==> images/gate_families.png <==
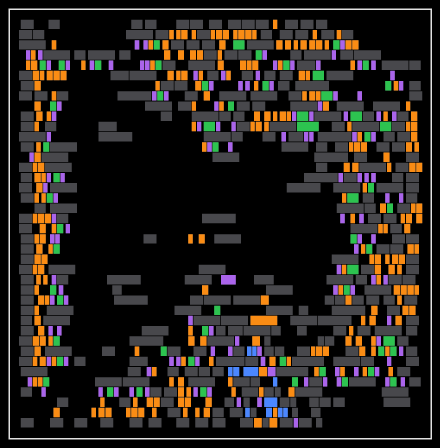
==> images/zoom.png <==
Window x 3 to 53, y 60 to 110 um. Cells in grey, sequential cells in the stronger grey; small squares are vias.
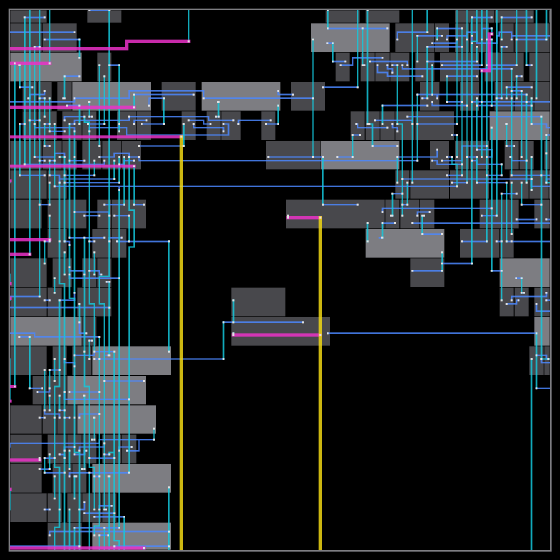
Design dram_arbiter, sky130hd; sources not shown.
==> results.sh <==
# implementation run metrics
export IMPL_run_status="complete, no violations"
export IMPL_die_size_y_um=114
export IMPL_num_vias=3955
export IMPL_globalRoute_totalOverflow=0
export IMPL_chip_area_mm2=0.0128
export IMPL_num_multi_input_gates=306
export IMPL_grt_start_max_net_pins=58
export IMPL_power_leakage_nw=3.06
export IMPL_worstPathArrival_ns=1.09
export IMPL_period_minus_slack_ns=1.28
export IMPL_worst_skew_pair_later_pin_latency_ns=0.32
export IMPL_layout_cells_sized_above_1_pct=11.6
export IMPL_gr_usage_all_layers_pct=17.2
export IMPL_design_power_total_w=0.00621
export IMPL_yosys_mux_area_fraction_pct=0
export IMPL_clk_pin_slew_worst_paths_ns=0.05
export IMPL_ys_cells=585
export IMPL_cts_hold_repair_buffers=0
export IMPL_seqAreaFraction_pct=20.6
export IMPL_start_kind="register"
export IMPL_post_synth_cell_area_avg_um2=6.26
export IMPL_synth_cellmix_simpleShare_pct=29.7
export IMPL_h_tree_depth=3
export IMPL_timing_slew_headroom_pct=82.4
export IMPL_fp_util_pct=31.3
export IMPL_power_density_mw_per_mm2=1080
export IMPL_place_area_mm2=0.00535
export IMPL_clock_buffer_count=13
export IMPL_area_sequential_mm2=0.00119
export IMPL_clock_skew_final_ns=0.00287
## Picture notes: gate_families.png
[inverting AOI/OAI gates] green | cells: 58 | most used: a21oi_1 | where: all over the die
[inverters] purple | cells: 120 | most used: inv_1 | where: all over the die
[NAND gates] orange | cells: 237 | most used: nand2_1 | where: all over the die
[NOR gates] blue | cells: 11 | most used: nor2_1 | where: bottom centre
combinational fraction of the cell area: 25.3%
Final Instance Count excl. Fillers: 863

## Picture notes: zoom.png
[met3] magenta
[met4] yellow
[met1] blue
[met2] cyan
sequential cells in the window: 14
cells with their middle in the window: 126
most frequent: nand2_1 (24), nand3_1 (22), inv_1 (22)

[Yosys cell counts, drive strengths merged]
library cell / n
a21oi: 58
buf: 89
clkbuf: 11
dfxtp: 59
inv: 120
nand2: 123
nand3: 114
nor2: 8
nor3: 3
[per-stage QoR]
step	setup slack, ns	instances	setup TNS (ns)	hold WS, ns
global route	-0.0471	863	-0.265	0.203
global placement	-0.320	841	-16.21	0.390
floorplan	0.118	585	0	0.321
detailed placement	-0.408	841	-18.04	0.390
finish	0.0168	863	0	0.195
CTS	-0.00274	858	-0.00506	0.390
[cells by family (layout without fill, tap and decap cells)]
group | after synthesis | after routing
DFF | 59 | 59
buffers and inverters | 220 | 351
AOI/OAI and AO/OA | 58 | 58
and+or+nand+nor | 248 | 248
[worst max-delay path, cell delays in order (launching register included)]
cell and delay, ns:
sky130_fd_sc_hd__dfxtp_2 0.34, sky130_fd_sc_hd__inv_2 0.06, sky130_fd_sc_hd__nand2_2 0.06, sky130_fd_sc_hd__nor3_2 0.12, sky130_fd_sc_hd__buf_2 0.17
[layout by cell type (no fill, tap or decap), drive strengths merged]
cell type / n
clkinvlp: 2
nor3: 3
dlymetal6s2s: 2
clkdlybuf4s15: 1
clkdlybuf4s50: 117
inv: 120
dlygate4sd2: 56
buf: 33
dfxtp: 59
clkinv: 1
nand2: 123
a21oi: 58
nor2: 8
nand3: 114
clkbuf: 19
[power breakdown]
part	internal, W	leakage (nW)	switching, W
combinational	0.000941	2.42	0.000851
clock	0.00149	0.144	0.000832
sequential	0.00200	0.493	0.0000947
[metal layers]
metal,vias to the layer above,part of all wire (%),global-route usage [%]
met2,183,50,31.5
met5,-,0,0
met3,38,8.0,5.69
met1,1748,38,17.1
met4,0,3.6,9.67
li1,1986,-,-
Power and IR drop assume default switching activity.
